File: src/rtl/everloop_rx.sv
// everloop_rx: receive end of the everloop WS2812-style LED line.
// Measures each high pulse on the synchronized line, turns it into a bit,
// packs bits MSB-first into bytes and writes them through RAM port A.
module everloop_rx #(
  parameter int adr_width    = 11,
  parameter int max_bytes    = 2048,
  parameter int bit_thresh   = 30,
  parameter int min_high     = 5,
  parameter int max_high     = 60,
  parameter int reset_cycles = 2500
) (
  input  logic                 clk,
  input  logic                 rst,
  input  logic                 everloop_d,
  output logic                 en_a,
  output logic                 we_a,
  output logic [adr_width-1:0] adr_a,
  output logic [7:0]           dat_a,
  output logic                 frame_done,
  output logic [adr_width:0]   byte_count,
  output logic                 err,
  output logic                 overflow
);

  localparam int CNT_MAX = (reset_cycles > max_high) ? reset_cycles : max_high;
  localparam int CNT_W   = $clog2(CNT_MAX + 2);
  localparam int ACNT_W  = adr_width + 1;

  localparam logic [CNT_W-1:0]  CNT_ONE = CNT_W'(1);
  localparam logic [CNT_W-1:0]  RESET_C = CNT_W'(reset_cycles);
  localparam logic [CNT_W-1:0]  MIN_H   = CNT_W'(min_high);
  localparam logic [CNT_W-1:0]  MAX_H   = CNT_W'(max_high);
  localparam logic [CNT_W-1:0]  THR     = CNT_W'(bit_thresh);
  localparam logic [ACNT_W-1:0] MAX_B   = ACNT_W'(max_bytes);

  typedef enum logic [1:0] {
    SYNC = 2'd0,
    IDLE = 2'd1,
    HIGH = 2'd2,
    LOW  = 2'd3
  } state_t;

  // Level-duration counter sticks at all-ones instead of wrapping.
  function automatic logic [CNT_W-1:0] sat_inc(input logic [CNT_W-1:0] v);
    return (v == '1) ? v : v + CNT_ONE;
  endfunction

  state_t              state_q, state_d;
  logic                sync1_q, din_q;
  logic [CNT_W-1:0]    cnt_q, cnt_d;
  logic [7:0]          shift_q, shift_d;
  logic [2:0]          bitcnt_q, bitcnt_d;
  logic [ACNT_W-1:0]   adr_q, adr_d;
  logic                we_q, we_d;
  logic [adr_width-1:0] adr_a_q, adr_a_d;
  logic [7:0]          dat_a_q, dat_a_d;
  logic                fd_q, fd_d;
  logic [ACNT_W-1:0]   bc_q, bc_d;
  logic                err_q, err_d;
  logic                ovf_q, ovf_d;
  logic                abort;
  logic                bit_v;
  logic [7:0]          byte_v;

  // Two-flop synchronizer: everloop_d is asynchronous to clk.
  always_ff @(posedge clk or negedge rst) begin
    if (!rst) begin
      sync1_q <= 1'b0;
      din_q   <= 1'b0;
    end else begin
      sync1_q <= everloop_d;
      din_q   <= sync1_q;
    end
  end

  // Decoder state, counters and registered RAM / status outputs.
  always_ff @(posedge clk or negedge rst) begin
    if (!rst) begin
      state_q  <= SYNC;
      cnt_q    <= '0;
      shift_q  <= '0;
      bitcnt_q <= '0;
      adr_q    <= '0;
      we_q     <= 1'b0;
      adr_a_q  <= '0;
      dat_a_q  <= '0;
      fd_q     <= 1'b0;
      bc_q     <= '0;
      err_q    <= 1'b0;
      ovf_q    <= 1'b0;
    end else begin
      state_q  <= state_d;
      cnt_q    <= cnt_d;
      shift_q  <= shift_d;
      bitcnt_q <= bitcnt_d;
      adr_q    <= adr_d;
      we_q     <= we_d;
      adr_a_q  <= adr_a_d;
      dat_a_q  <= dat_a_d;
      fd_q     <= fd_d;
      bc_q     <= bc_d;
      err_q    <= err_d;
      ovf_q    <= ovf_d;
    end
  end

  // Next-state: pulse measurement, bit/byte assembly, frame end and error handling.
  always_comb begin
    state_d  = state_q;
    cnt_d    = cnt_q;
    shift_d  = shift_q;
    bitcnt_d = bitcnt_q;
    adr_d    = adr_q;
    we_d     = 1'b0;
    adr_a_d  = adr_a_q;
    dat_a_d  = dat_a_q;
    fd_d     = 1'b0;
    bc_d     = bc_q;
    err_d    = err_q;
    ovf_d    = ovf_q;
    abort    = 1'b0;
    bit_v    = 1'b0;
    byte_v   = 8'h00;

    case (state_q)
      SYNC: begin
        // Only a full reset-length low proves we are between frames.
        if (din_q) begin
          cnt_d = '0;
        end else if (cnt_q == RESET_C) begin
          state_d = IDLE;
          cnt_d   = '0;
        end else begin
          cnt_d = sat_inc(cnt_q);
        end
      end
      IDLE: begin
        if (din_q) begin
          state_d = HIGH;
          cnt_d   = CNT_ONE;
        end
      end
      HIGH: begin
        if (cnt_q > MAX_H) begin
          abort = 1'b1;
        end else if (din_q) begin
          cnt_d = sat_inc(cnt_q);
        end else if (cnt_q < MIN_H) begin
          abort = 1'b1;
        end else begin
          bit_v   = (cnt_q >= THR);
          byte_v  = {shift_q[6:0], bit_v};
          shift_d = byte_v;
          state_d = LOW;
          cnt_d   = CNT_ONE;
          if (bitcnt_q == 3'd7) begin
            bitcnt_d = '0;
            // Past the frame limit the byte is dropped but decoding goes on.
            if (adr_q < MAX_B) begin
              we_d    = 1'b1;
              adr_a_d = adr_q[adr_width-1:0];
              dat_a_d = byte_v;
              adr_d   = adr_q + ACNT_W'(1);
            end else begin
              ovf_d = 1'b1;
            end
          end else begin
            bitcnt_d = bitcnt_q + 3'd1;
          end
        end
      end
      LOW: begin
        if (din_q) begin
          state_d = HIGH;
          cnt_d   = CNT_ONE;
        end else if (cnt_q == RESET_C) begin
          state_d  = IDLE;
          cnt_d    = '0;
          fd_d     = 1'b1;
          bc_d     = adr_q;
          adr_d    = '0;
          bitcnt_d = '0;
          shift_d  = '0;
          if (bitcnt_q != 3'd0) err_d = 1'b1;
        end else begin
          cnt_d = sat_inc(cnt_q);
        end
      end
      default: state_d = SYNC;
    endcase

    // A bad pulse abandons the frame; resynchronize before decoding again.
    if (abort) begin
      err_d    = 1'b1;
      state_d  = SYNC;
      cnt_d    = '0;
      adr_d    = '0;
      bitcnt_d = '0;
      shift_d  = '0;
    end
  end

  assign en_a       = we_q;
  assign we_a       = we_q;
  assign adr_a      = adr_a_q;
  assign dat_a      = dat_a_q;
  assign frame_done = fd_q;
  assign byte_count = bc_q;
  assign err        = err_q;
  assign overflow   = ovf_q;

endmodule

File: config.mk
export PLATFORM = sky130hd
export DESIGN_NAME = everloop_rx
export DESIGN_NICKNAME = d
export VERILOG_FILES = /design/src/rtl/everloop_rx.sv
export SDC_FILE = /design/constraint.sdc
export NUM_CORES = 1
export LEC_CHECK = 0
export CORE_MARGIN = 2
export CORE_UTILIZATION = 50
export CTS_CLUSTER_DIAMETER = 120
export DETAILED_ROUTE_END_ITERATION = 7
export GPL_TIMING_DRIVEN = 0
export PLACE_DENSITY = 0.72
export SETUP_SLACK_MARGIN = 0.1
export SYNTH_ARGS = -nofsm -noshare
export SYNTH_HDL_FRONTEND = slang
export SYNTH_SLANG_ARGS = --single-unit
File: constraint.sdc
create_clock -name clk -period 3.15 [get_ports clk]
set_input_delay 0.63 -clock clk [delete_from_list [all_inputs] [get_ports clk]]
set_output_delay 0.63 -clock clk [all_outputs]
set_load 0.005 [all_outputs]
==> results.txt, run 1 <==
Latest figures from synthesis and place and route.

The fraction of the mapped netlist area in compound gates is 0.128. In the Yosys report the total cell count is 329. The post-synth net total is between 300 and 400. The yosys synthesis chip area is ~3600 um2.

In this run, synthesis inferred 0 flip-flops with an integrated enable. Hold repair after CTS inserted 0 buffers. Per the run report, area growth between synthesis and finish was 20.5%. The core region is 6910 um2.

The cell-mix breakdown from Yosys lists the simple-gate area share as 0.189. Data arrives at the worst endpoint at about 2.7 ns. The last timing report of the flow puts the setup violation total at 0. After layout, the buffer instance count without clock buffers stands at 54. The fraction of synthesized cell area taken by the top area cell type is 0.506. After detailed routing, no signal wire sits above met4.

The final antenna diode count is 0. The logic gate share of total power is 0.030. The detailed-route via count is 2718. The number of cells on the worst hold path is listed as 0. The buffer cell driving the clock tree root is sky130_fd_sc_hd__clkbuf_8. Leaving out fill and tap cells, the most frequent cell in the layout is sky130_fd_sc_hd__dfrtp_1. The number of port buffers is 38. The detailed router reports a met2 wire length of about 3.3 mm. Switching power as a fraction of the total was reported as 0.215.

The clock-pin slew reported for the worst setup and hold paths after clock tree synthesis is 0.07 ns. The flow ran to the end, and the final reports show no timing, DRC or antenna violations. The kind of start point of the critical path is a flip-flop.

The number of different library cells used by synthesis comes to 56. According to the tapcell log, the count of inserted taps is 96. The worst setup slack after layout is 0.675 ns. The final weighted congestion recorded by global placement is about 0.90. For the clock group, total power comes out at 0.888 mW. From bottom edge to top edge, the die measures 89.0 um. After detailed routing, the number of remaining DRC violations is 0. Per the layout area report, the register area comes to 1830 um2. Per the post-place timing report, worst setup slack is 0.646 ns. Yosys shows that the main logic family after synthesis is simple AND/OR/NAND/NOR gates.

The number of buffers and inverters on the critical path is 1. The dominant register cell in the synthesized netlist is sky130_fd_sc_hd__dfrtp_1.
**Run 1: routing congestion map**

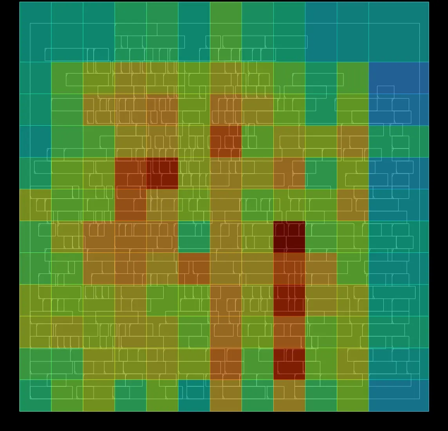
post-layout utilization of the core: 0.629
met2 capacity usage during global routing: 0.290
wire length per cell: 15.1 um
global-route track usage on met3: 0.0332
busiest metal layer after global routing: met2

**Run 1: M2 wires**

Drawn at 4 px/um.
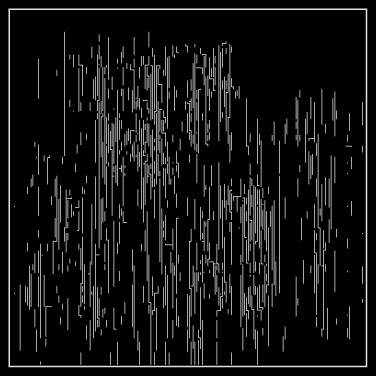
main direction: vertical
nets with wire on the layer: 331

**Run 1: layout detail**

Window x 32 to 57, y 32 to 57 um. Cells in gray, sequential cells in the stronger gray; small squares are vias.
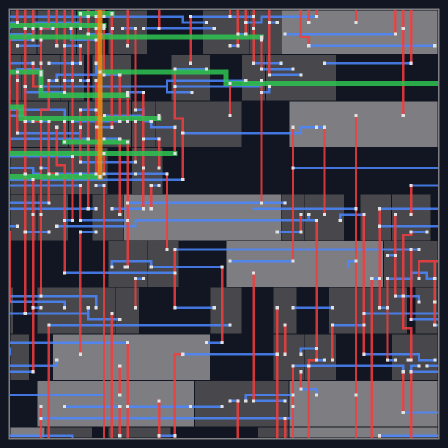
legend:
  green:
    layer: metal 3
  red:
    layer: metal 2
  blue:
    layer: metal 1
  orange:
    layer: metal 4
sequential cells in the window: 7
netlist names of flops here include: adr_q (2), state_q (2)
cells with their middle in the window: 46
most frequent: dfrtp_1 (7), nand2_1 (5)

==> run 1 -> run 2 <==
==> constraint.sdc (replaced) <==
create_clock -name clk -period 2.5 [get_ports clk]
set_input_delay 0.5 -clock clk [delete_from_list [all_inputs] [get_ports clk]]
set_output_delay 0.5 -clock clk [all_outputs]
set_load 0.005 [all_outputs]
**Run 2: layout detail**

Window x 32 to 57, y 32 to 57 um. Cells in gray, sequential cells in the stronger gray; small squares are vias.
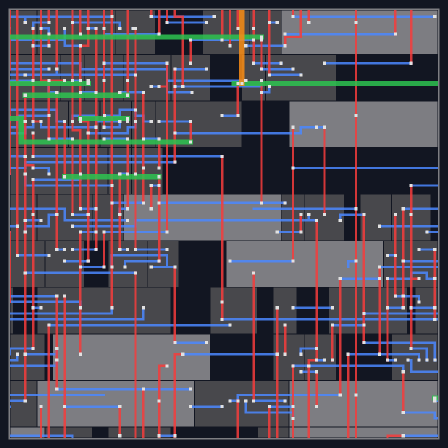
legend:
  red:
    layer: metal 2
  green:
    layer: metal 3
  blue:
    layer: metal 1
  orange:
    layer: metal 4
netlist names of flops here include: adr_q (2), state_q (2)
cells with their middle in the window: 49
sequential cells in the window: 7
most frequent: dfrtp_1 (7), nand2_1 (4)

==> results.txt, run 2 <==
Latest figures from synthesis and place and route.

The share of the core filled with cells is 0.640. The clock-pin slew reported for the worst setup and hold paths after clock tree synthesis is around 0.080 ns. The combinational share of cell area is 0.380. CTS added clock buffers totalling 9. In the routed layout, each cell is associated on average with a via count of 5.63. Routing resource usage on met2 recorded by global route was 0.290. The dominant register cell in the synthesized netlist is sky130_fd_sc_hd__dfrtp_1. The number of nets handed over by synthesis was 339.

The clock tree skew after final layout is 0.00806 ns. Per the run report, area growth between synthesis and finish was 22.6%. The routed design uses ~290 um of met3 wire. Summed over all nets, wire length on met2 after detailed routing comes to 3.41 mm. The number of hold-repair buffers added at the cts stage is 0.

The cell type of the slowest stage on the worst timing path is sky130_fd_sc_hd__or4_4. The fraction of the mapped netlist area in compound gates is 0.128. The sequential fraction of design power is 0.501.

Counting cells, the worst reg-to-reg path comes to 7. The logic gate share of total power is 0.031. The total half-perimeter wirelength after legalization and detailed placement is 4.93 mm. The clock latency at the later pin of the worst-skew pair is 0.35 ns. Among the non-sequential cells, simple AND/OR/NAND/NOR gates take the most area. Leaving out fill and tap cells, the most frequent cells in the layout are sky130_fd_sc_hd__dfrtp_1 (73), sky130_fd_sc_hd__clkdlybuf4s50_1 (37), sky130_fd_sc_hd__nand2_1 (34). The final antenna diode count is 0. The cell area power density is 537 nW/um2. The routed design has between 7 and 8 mm of wire. The netlist uses 56 different library cells. The first global-routing pass estimated 11.9 mm of wire.

Per the layout area report, the sequential fraction of cell area is 0.413. The final timing summary puts the cycle share of the worst path at 0.902. The critical path endpoint has a required time of 2.73 ns. The netlist area before placement is between 3000 and 4000 um2. The routing layer with the top usage in global route is met2. Of the total power, the share spent switching nets is 0.213. The highest metal layer with signal wires is met4. The synthesis log from Yosys contains 0 warnings. Counting flops with a built-in enable in the synthesized netlist gives 0. The number of inverters outside the clock class in the layout is 8. According to the floorplan report, the total die area is between 7000 and 8000 um2. The flow reports power dissipated in combinational cells as 0.0742 mW.

The mean routed wirelength per cell is roughly 15 um. The OpenROAD warning count is 31. The final power report lists total power as about 2.4 mW. The total DRC errors in the routed layout is 0.

Setup slack on the critical path of the routed design comes to 0.246 ns. The total setup violations reported at the end of the flow is 0. The script reports the combined buffer and inverter count of the critical path as 3. The sequential cell area is 1830 um2.

The synthesized netlist has a Yosys-reported chip area of 3610 um2. Per the gpl log, the routability congestion estimate is 0.904. The die is a little under 90 um tall. The number of port buffers is 38.

The post-layout net count is between 300 and 400. The routed layout has 2721 vias. Clock network power for this build is between 1 and 1.5 mW. In the final layout, excluding clock buffers the buffer count is 59. Per the Yosys statistics, synthesis produced about 330 cells. The cell accounting for the most synthesized area is sky130_fd_sc_hd__dfrtp_1. Of the post-synthesis cell area, the dominant cell type holds 0.506. The total track usage is 0.197. The flow ran to the end, and the final reports show no timing, DRC or antenna violations.

Averaged over all synthesized cells, the footprint is about 11 um2. The buffer levels on the longest clock path is 2. The area inside the core boundary is between 6000 and 7000 um2. Measured on the final layout, buffering overhead outside the clock network stands at 0.119.

The arrival time reported for the critical path endpoint is roughly 2.5 ns. The routed wirelength on the met1 layer is recorded as 3.46 mm. The iteration count recorded for the first detailed-route pass is 4. The share of the Yosys chip area taken by registers is 0.506. The pre-CTS worst setup slack is -0.00366 ns. The final cell area excluding filler cells is ~4400 um2. The buffer cell driving the clock tree root is sky130_fd_sc_hd__clkbuf_8. The switching power summed over all nets is 0.505 mW.

The number of nets still failing antenna checks after routing is 0. The number of antenna violations at the first check in global routing is 0. The most used logic cell in the final layout is sky130_fd_sc_hd__dfrtp_1. The clock sink count is 73. TritonCTS built the clock tree. The routing usage on met3 is 0.0332. The remaining global-route overflow is 0.

The simple-gate share of the synthesized area is 0.189. The kind of start point of the critical path is a flip-flop. The DRC violation total after the first TritonRoute iteration is approximately 200.

The class occupying the most area after layout is reported as sequential cells. The largest voltage drop on the vdd net is 0.298 mV. Summing all multiplexer cells gives an area fraction of 0.104. The flow inserted 96 tap cells.
**Run 2: sequential cells colored by netlist name**

Drawn at 4 px/um. Other sequential cells in the stronger gray, the rest of the logic in the fainter gray.
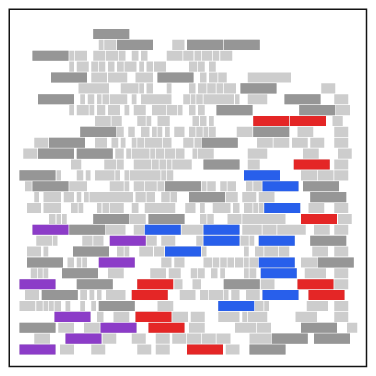
legend:
  blue:
    name_in_the_netlist: adr_q
    sequential_cells: 12
  red:
    name_in_the_netlist: adr_a
    sequential_cells: 11
  purple:
    name_in_the_netlist: dat_a
    sequential_cells: 8
    where: south-west
not colored: 42

==> run 2 -> run 3 <==
--- a/config.mk
+++ b/config.mk
@@ -15,3 +15,4 @@
 export SYNTH_ARGS = -nofsm -noshare
 export SYNTH_HDL_FRONTEND = slang
 export SYNTH_SLANG_ARGS = --single-unit
+export TNS_END_PERCENT = 50
**Run 3: M2 wires**

Drawn at 4 px/um.
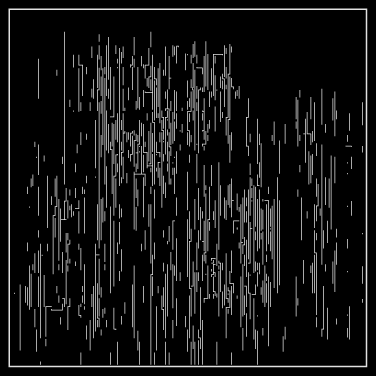
share of all routed wire: 47%
main direction: vertical
nets with wire on the layer: 338
longest straight run: 38.1 um
wire length on this layer: 3380 um
met2 capacity usage during global routing: 0.290
wirelength, routed: 7.25 mm
total via count after detailed routing: 2741

==> results.txt, run 3 <==
Latest figures from synthesis and place and route.

Ranked by total area, the top cell class in this layout is sequential cells. The largest voltage drop on the vdd net is 0.298 mV. The fraction of the mapped netlist area in compound gates is 0.128. The remaining global-route overflow is 0. The total area inside the core boundary comes to 6910 um2. The wire length on met2 is 3.38 mm.

The average via count per standard cell is 5.67. The first global-routing pass estimated 11.9 mm of wire. In this run, distinct cell masters in the synthesized netlist total 56. Per the Yosys statistics, synthesis produced 329 cells. The CTS tree is yes.

The flow ran to the end, and the final reports show no timing, DRC or antenna violations. After detailed routing, no signal wire sits above met4. For the final routed database, the setup TNS stands at 0 ns.

The routed length on met3 is 350 um. Detailed placement finished with a half-perimeter wire length of between 4 and 5 mm. The final antenna diode count is 0. Per the synth stats, the proportion of register bits with asynchronous set or reset is 1.00. The report puts the cell count of the worst reg-to-reg path at 8. Yosys shows that the main logic family after synthesis is simple AND/OR/NAND/NOR gates. The placer congestion estimate is ~0.9. Of the total synthesized cell area, the portion taken by AND, OR, NAND and NOR gates is 0.189. The total DRC errors in the routed layout is 0.

The clock latency at the later pin of the worst-skew pair is 0.35 ns. Of all the cell area in the finished design, non-clock buffers hold 0.118. Counting along the longest clock path gives a buffer depth of 2. The library cell used most frequently in the layout, excluding fill and tap cells, is sky130_fd_sc_hd__dfrtp_1. Dividing the synthesized area by the synthesized cell count gives 11.0 um2. The final cell area excluding filler cells is 4420 um2. The layout overhead on the synthesized area is 22.4%. The number of slew-limit violations in the final report is 0. The yosys synthesis chip area is 3610 um2. The power report attributes to the sequential group a share of 0.501.

The clock H-tree reported by CTS has 3 levels. The routing usage on met3 is 0.0332. The number of flops mapped to enable cells by yosys is 0. On the critical path the largest part of the delay comes from simple AND/OR/NAND/NOR gates.

The post-synth net total is 339. The peak fanout along the critical path is 10. Per the OpenROAD floorplan log, the width of the die is 89.0 um.

The total setup violations reported at the end of the flow is 0. The cell internal power dissipation is ~1.9 mW. The completed layout was analyzed and its total power is 2.38 mW. Per the post-synthesis report, the number of cells in the design is 329. The total track usage is 0.197. The netlist area before placement is 3610 um2. The number of buffers created by CTS is 9. Clock tree synthesis selected as its root buffer the cell sky130_fd_sc_hd__clkbuf_8.

Per the cell usage report, the commonest logic cells after layout are sky130_fd_sc_hd__dfrtp_1 (73), sky130_fd_sc_hd__clkdlybuf4s50_1 (37), sky130_fd_sc_hd__nand2_1 (34). The final timing summary puts the cycle share of the worst path at 0.902. The iteration tally of the first detailed-router pass is 4. In the per-layer summary, the met1 wirelength comes to roughly 3.4 mm.

Across the routed clock network, the largest skew measured is between 0.01 and 0.015 ns. The number of buffer and inverter instances along the worst setup path is 1. The logic gate share of total power is 0.031. The clock network power reported by the tool is 1.11 mW. The cell type that accounts for the most area after synthesis is sky130_fd_sc_hd__dfrtp_1.

The analysis attributes to net switching a power of 0.508 mW. The share of synthesized area in the top cell type comes to 0.506. The dominant register cell in the synthesized netlist is sky130_fd_sc_hd__dfrtp_1. Registers take 1830 um2. The cell area power density is 539 nW/um2. The script computed the net switching share of total power as 0.214. The final layout report lists a non-clock buffer count of 59. The kind of start point of the critical path is a flip-flop. The combinational share of cell area is 0.379.

The arrival time reported for the critical path endpoint is between 2 and 2.5 ns. The routing layer with the top usage in global route is met2. The pre-CTS worst setup slack is -0.00366 ns.

The final timing report gives a worst setup slack of 0.245 ns. In this run, the number of DRC markers left after iteration 0 of detailed routing was slightly above 200. The OpenROAD warning count is 31. The number of inverters outside the clock class in the layout is 8.

The number of hold-repair buffers added at the cts stage is 0. The post-synthesis sequential area ratio is 0.506. The floorplan report lists the tap cell count as 96. The sequential fraction of total cell area is 0.414. Per the OpenROAD floorplan log, the height of the die is 89.0 um. The number of port buffers is 38.

The combinational cell power is 0.0732 mW. In the final design database the tool counted 393 nets. The share of synthesized area spent on multiplexers is 0.104.

The largest individual stage delay along the critical path comes from the cell sky130_fd_sc_hd__or3b_4. The number of antenna violations at the first check in global routing is 0. The floorplan step defined a die boundary enclosing 7910 um2. Once detail routing completed, the nets flagged for antenna violations numbered 0. The synthesis report lists the Yosys warning total as 0.
**Run 3: routing congestion map**

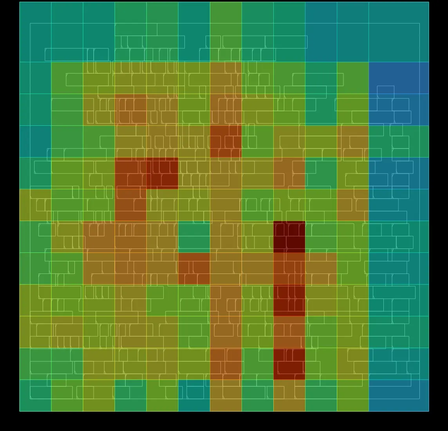
wire length per cell: 15.0 um
post-layout utilization of the core: 0.639

Power is estimated from default activity; no workload was simulated.
